**I/O nets highlighted**

(6 px per µm)
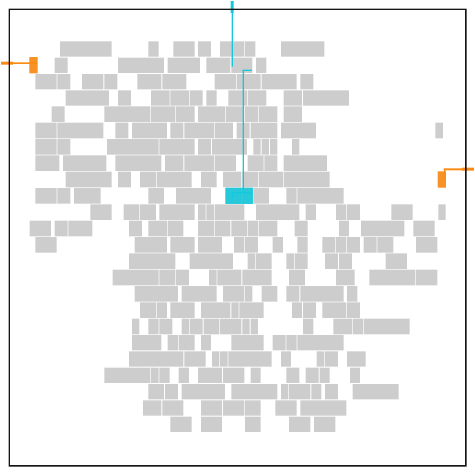
**Placed cells, one colour a class**

(4 px per µm)
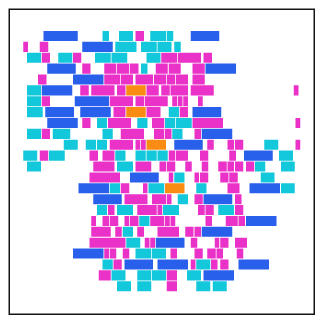
**Placed standard cells**

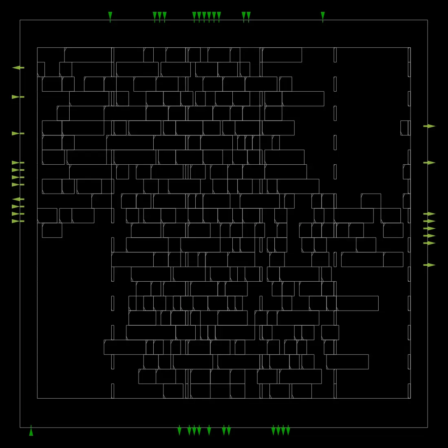
**Where the registers sit**

(4 px per µm) Other sequential cells in the stronger grey, the rest of the logic in the fainter grey.
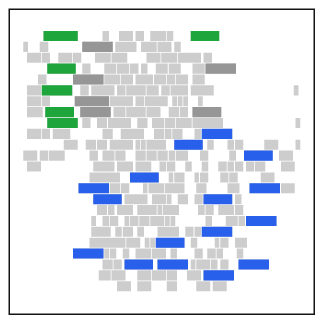
File: src/rtl/pipe_hazard_unit_pkg.sv
// Shared definitions for the ID-stage hazard controller: operand-mux select
// encoding, the tracked pipeline-stage record and the hard-wired zero register.
package pipe_hazard_unit_pkg;

    // Operand mux select encoding (ID-stage 4:1 muxes A and B).
    localparam logic [1:0] FWD_RF     = 2'b00;  // register file read
    localparam logic [1:0] FWD_EXE    = 2'b01;  // EX-stage ALU result
    localparam logic [1:0] FWD_MEM    = 2'b10;  // MEM-stage ALU result
    localparam logic [1:0] FWD_MEM_LD = 2'b11;  // MEM-stage load data

    // Register $0 is hard-wired to zero and never creates a dependency.
    localparam logic [4:0] REG_ZERO = 5'd0;

    // What the hazard unit remembers about an instruction in a later stage.
    typedef struct packed {
        logic       wreg;   // writes the register file
        logic       m2reg;  // result comes from data memory (load)
        logic [4:0] rn;     // destination register
    } stage_t;

    // Empty slot inserted on stall, flush, reset or an invalid ID instruction.
    localparam stage_t STAGE_BUBBLE = '{wreg: 1'b0, m2reg: 1'b0, rn: REG_ZERO};

endpackage

File: src/rtl/pipe_hazard_unit_hazard_match.sv
// Single source-register versus pipeline-stage dependency comparator.
// A match needs a used, nonzero source and a writing stage with the same rn.
module hazard_match
    import pipe_hazard_unit_pkg::*;
(
    input  logic [4:0] src_reg,
    input  logic       src_used,
    input  stage_t     stage,
    output logic       match
);

    // The load flag is resolved by the caller; only the write target matters here.
    logic unused_m2reg;
    assign unused_m2reg = stage.m2reg;

    // Pure comparison, no state.
    assign match = src_used && (src_reg != REG_ZERO) && stage.wreg && (stage.rn == src_reg);

endmodule

File: src/rtl/pipe_hazard_unit.sv
// ID-stage hazard controller for the five-stage MIPS pipeline.
// Tracks EX/MEM destination registers, drives the operand-mux selects and
// raises a stall on dependencies that cannot be forwarded.
// Build option: HAZARD_FORWARD_EN enables forwarding; without it the selects
// stay at the register file and any EX/MEM dependency stalls.
module pipe_hazard_unit
    import pipe_hazard_unit_pkg::*;
#(
    parameter int STALL_CNT_W = 16
) (
    input  logic                   clock,
    input  logic                   reset,
    input  logic                   id_valid,
    input  logic [4:0]             id_rs,
    input  logic [4:0]             id_rt,
    input  logic                   id_use_rs,
    input  logic                   id_use_rt,
    input  logic                   id_wreg,
    input  logic                   id_m2reg,
    input  logic [4:0]             id_rn,
    input  logic                   flush,
    output logic [1:0]             fwda,
    output logic [1:0]             fwdb,
    output logic                   stall,
    output logic [STALL_CNT_W-1:0] stall_cnt
);

    stage_t ex_q, ex_d;
    stage_t mem_q, mem_d;
    logic [STALL_CNT_W-1:0] stall_cnt_q, stall_cnt_d;

    logic rs_ex_match, rs_mem_match, rt_ex_match, rt_mem_match;
    logic hazard;

    hazard_match u_rs_ex  (.src_reg(id_rs), .src_used(id_use_rs), .stage(ex_q),  .match(rs_ex_match));
    hazard_match u_rs_mem (.src_reg(id_rs), .src_used(id_use_rs), .stage(mem_q), .match(rs_mem_match));
    hazard_match u_rt_ex  (.src_reg(id_rt), .src_used(id_use_rt), .stage(ex_q),  .match(rt_ex_match));
    hazard_match u_rt_mem (.src_reg(id_rt), .src_used(id_use_rt), .stage(mem_q), .match(rt_mem_match));

`ifdef HAZARD_FORWARD_EN
    // Select per operand with EX priority; only a load still in EX must stall.
    always_comb begin
        fwda   = FWD_RF;
        fwdb   = FWD_RF;
        hazard = 1'b0;

        if (rs_ex_match && !ex_q.m2reg)        fwda = FWD_EXE;
        else if (rs_mem_match && !mem_q.m2reg) fwda = FWD_MEM;
        else if (rs_mem_match)                 fwda = FWD_MEM_LD;

        if (rt_ex_match && !ex_q.m2reg)        fwdb = FWD_EXE;
        else if (rt_mem_match && !mem_q.m2reg) fwdb = FWD_MEM;
        else if (rt_mem_match)                 fwdb = FWD_MEM_LD;

        hazard = (rs_ex_match || rt_ex_match) && ex_q.m2reg;
    end
`else
    // The load flag does not matter when nothing is forwarded.
    logic unused_mem_m2reg;
    assign unused_mem_m2reg = mem_q.m2reg;

    // No bypass paths: operands always come from the register file and any
    // in-flight producer of a source holds the ID instruction.
    always_comb begin
        fwda   = FWD_RF;
        fwdb   = FWD_RF;
        hazard = rs_ex_match || rs_mem_match || rt_ex_match || rt_mem_match;
    end
`endif

    // Stall gating, stage advance and saturating stall counter next-state.
    always_comb begin
        stall       = hazard && id_valid && !flush;
        mem_d       = ex_q;
        ex_d        = STAGE_BUBBLE;
        stall_cnt_d = stall_cnt_q;

        if (id_valid && !stall && !flush) begin
            ex_d.wreg  = id_wreg;
            ex_d.m2reg = id_m2reg;
            ex_d.rn    = id_rn;
        end

        if (stall && (stall_cnt_q != {STALL_CNT_W{1'b1}})) begin
            stall_cnt_d = stall_cnt_q + 1'b1;
        end
    end

    // Stage and counter registers; reset overrides stall and flush.
    always_ff @(posedge clock) begin
        if (reset) begin
            ex_q        <= STAGE_BUBBLE;
            mem_q       <= STAGE_BUBBLE;
            stall_cnt_q <= '0;
        end else begin
            ex_q        <= ex_d;
            mem_q       <= mem_d;
            stall_cnt_q <= stall_cnt_d;
        end
    end

    assign stall_cnt = stall_cnt_q;

endmodule

File: config.mk
export PLATFORM = sky130hd
export DESIGN_NAME = pipe_hazard_unit
export DESIGN_NICKNAME = d
export VERILOG_FILES = /design/src/rtl/pipe_hazard_unit_pkg.sv /design/src/rtl/pipe_hazard_unit_hazard_match.sv /design/src/rtl/pipe_hazard_unit.sv
export SDC_FILE = /design/constraint.sdc
export NUM_CORES = 1
export LEC_CHECK = 0
export CAP_MARGIN = 20
export CORE_MARGIN = 3
export CORE_UTILIZATION = 30
export DETAILED_ROUTE_END_ITERATION = 8
export HOLD_SLACK_MARGIN = 0.1
export PLACE_DENSITY = 0.67
export SLEW_MARGIN = 20
export SYNTH_ARGS = -nofsm -noshare
export SYNTH_HDL_FRONTEND = slang
export SYNTH_SLANG_ARGS = --single-unit
File: constraint.sdc
create_clock -name clock -period 2 [get_ports clock]
set_input_delay 0.4 -clock clock [delete_from_list [all_inputs] [get_ports clock]]
set_output_delay 0.4 -clock clock [all_outputs]
set_load 0.03 [all_outputs]
==> changes_impl.md <==
### Metrics

- Outcome: complete, but fails checks
- Violations in the final reports: negative setup slack
- Max incr delay on CP: 0.24 ns
- Maximum clock insertion buffer count: 2
- Half-perimeter wire length of the detailed placement result: 2780 µm
- Flip-flop and latch count after synthesis: 28
- Number of antenna violations at the first check in global routing: 0
- Ys async rst share: 0%
- Main area contributors after synthesis: sky130_fd_sc_hd__dfxtp_1 (38%), sky130_fd_sc_hd__xnor2_1 (12%), sky130_fd_sc_hd__nand4_1 (4.7%), sky130_fd_sc_hd__or3_1 (4.7%), sky130_fd_sc_hd__a21oi_1 (4.4%)
- Number of standard cells in the layout, taps in and fillers out: 299
- Critical register-to-register path startpoint: ex_q[3]
- Hold Path Stages: 2
- Pre-Repair DR Iteration Count: 4
- Tally of OpenROAD warnings: 29
- Area Growth Syn to Fin: 60.9%
- Number of instances in the synthesized netlist: 168
- PD cells: 457 nW/µm²
- Number of nets with antenna violations after routing: 0
- Maximum capacitance violations: 0
- Largest voltage drop on the vdd net: 256 µV
- Synth Seq Share: 38.3%
- Total die size: around 5800 µm²
- CTS sink cnt: 28
- Setup slack of the critical path after layout: -0.0892 ns
- Final setup fails: 3
- Cell Area, Synth: 1460 µm²
- Kind of cell adding the most delay to the critical path: buffers and inverters
- Shortest period the worst path allows: about 2.1 ns
- Final wirelength: approximately 4000 µm
- Number of enable-type register cells in the synthesized netlist: 0
- Worst R2R Setup Slack: about 0.01 ns
- Std-Cell Core Area: 4530 µm²
- Hold buffer count at CTS: 0
- Synthesis warning total: 0
- Util after Layout: 52.0%
- Post-Route Setup TNS: -0.101 ns
- Clock slew seen by the registers of the worst setup and hold paths: around 0.10 ns
- Mean area per synthesized cell: 8.71 µm²
- Unrepaired setup endpoints after global routing: true
- Die Ht: 75.9 µm
- HP Start: stall_cnt[15]
- Max Freq: 479 MHz
- Wire length of the first global-routing pass: 6300 µm
## Picture notes: 'I/O nets highlighted'
[cyan] id_use_rt | bits: 1 | direction: input | edge: north | end cells: 2 | buffers: 1 | wire: 35.2 µm
[orange] fwdb | bits: 2 | direction: output | edge: 1 east, 1 west | end cells: 2 | buffers: 0 | wire: 8.60 µm

## Picture notes: 'placed cells, one colour a class'
[magenta] all other logic | cells: 135
[blue] flops | cells: 28
[orange] clock drivers and dummy loads | cells: 4
[cyan] other buffers and delay cells | cells: 67

## Picture notes: 'placed standard cells'
number of cell rows: 24
sequential cell count: 28
Tap Cells: 65

## Picture notes: 'where the registers sit'
[green] ex_q | flops: 6 | where: north-west
[blue] stall_cnt | flops: 16

## where the power goes
part / switching (mW) / total, mW / internal [mW]
Sequential: 0.00659 / 0.567 / 0.561
Clock: 0.185 / 0.362 / 0.177
Combinational: 0.0660 / 0.148 / 0.0819
Total: 0.258 / 1.08 / 0.819
## cell usage after synthesis, types with 3 or more instances
cell	n
sky130_fd_sc_hd__dfxtp_1	28
sky130_fd_sc_hd__xnor2_1	20
sky130_fd_sc_hd__a21oi_1	13
sky130_fd_sc_hd__nand4_1	11
sky130_fd_sc_hd__nor2_1	11
sky130_fd_sc_hd__or3_1	11
sky130_fd_sc_hd__o21ai_1	9
sky130_fd_sc_hd__nor2b_1	8
sky130_fd_sc_hd__nand2_1	7
sky130_fd_sc_hd__and2_1	6
sky130_fd_sc_hd__nand3_1	5
sky130_fd_sc_hd__buf_4	4
sky130_fd_sc_hd__inv_1	3
sky130_fd_sc_hd__nor3_1	3
sky130_fd_sc_hd__o21ai_0	3
sky130_fd_sc_hd__or4_1	3
## cells by family (layout without fill, tap and decap cells)
kind of cell    Yosys count  in the layout  synth area share [%]
fa+ha+maj                 1              1                 0.855
compound gates           33             33                  14.0
other cells               1              4                 0.256
mux                       3              3                  2.48
flops                    28             28                  38.3
xor+xnor                 21             21                  12.6
simple gates             70             70                  26.7
buf+inv                  11             74                  4.87
## worst max-delay path by stage
stage                        start            to  slack [ns]  cells after the start
after floorplan           id_rs[0]  stall_cnt[1]       0.006                      8
after global placement    id_rs[0]  stall_cnt[1]       -0.45                      8
after detailed placement  id_rs[0]  stall_cnt[1]       -0.52                      8
after CTS                  ex_q[3]         stall       -0.02                      8
after global routing      id_rt[0]         stall       -0.20                     10
final                     id_rt[0]         stall       -0.09                     10
## sequential cells by signal, summed over array words and instances (netlist names)
signal     flops
stall_cnt     16
mem_q          6
ex_q           6
## worst reg2reg max path: cells and delay by family, from the launching register on
family,cells,cell delay (ns)
AND/OR/NAND/NOR,2,0.49
flip-flops,1,0.38
multiplexers,1,0.35
buffers and inverters,2,0.27
AND-OR/OR-AND,2,0.26
XOR/XNOR,1,0.16
## layer usage
| metal | global-route usage (%) | up-vias | wire length [µm] |
|---|---|---|---|
| met4 | 6.41 | 0 | 95 |
| met1 | 18.9 | 693 | 1820 |
| met5 | 0 | - | 0 |
| li1 | - | 727 | - |
| met2 | 23.4 | 37 | 2030 |
| met3 | 2.37 | 11 | 159 |
## repair_timing
action / in CTS / in global routing
gates resized: 53 / 40
setup endpoints to repair: 23 / 17
pin swaps: 13 / 10
setup buffers: 5 / 2
cloned: 0 / 1
## cell type report
cell class,count,area (µm²)
Sequential cell,28,587
Fill cell,412,2180
Inverter,3,11.3
Clock buffer,4,55.1
Tap cell,65,81.3
Timing Repair Buffer,67,622
Multi-Input combinational cell,132,1000
Power is estimated from default activity; no workload was simulated.
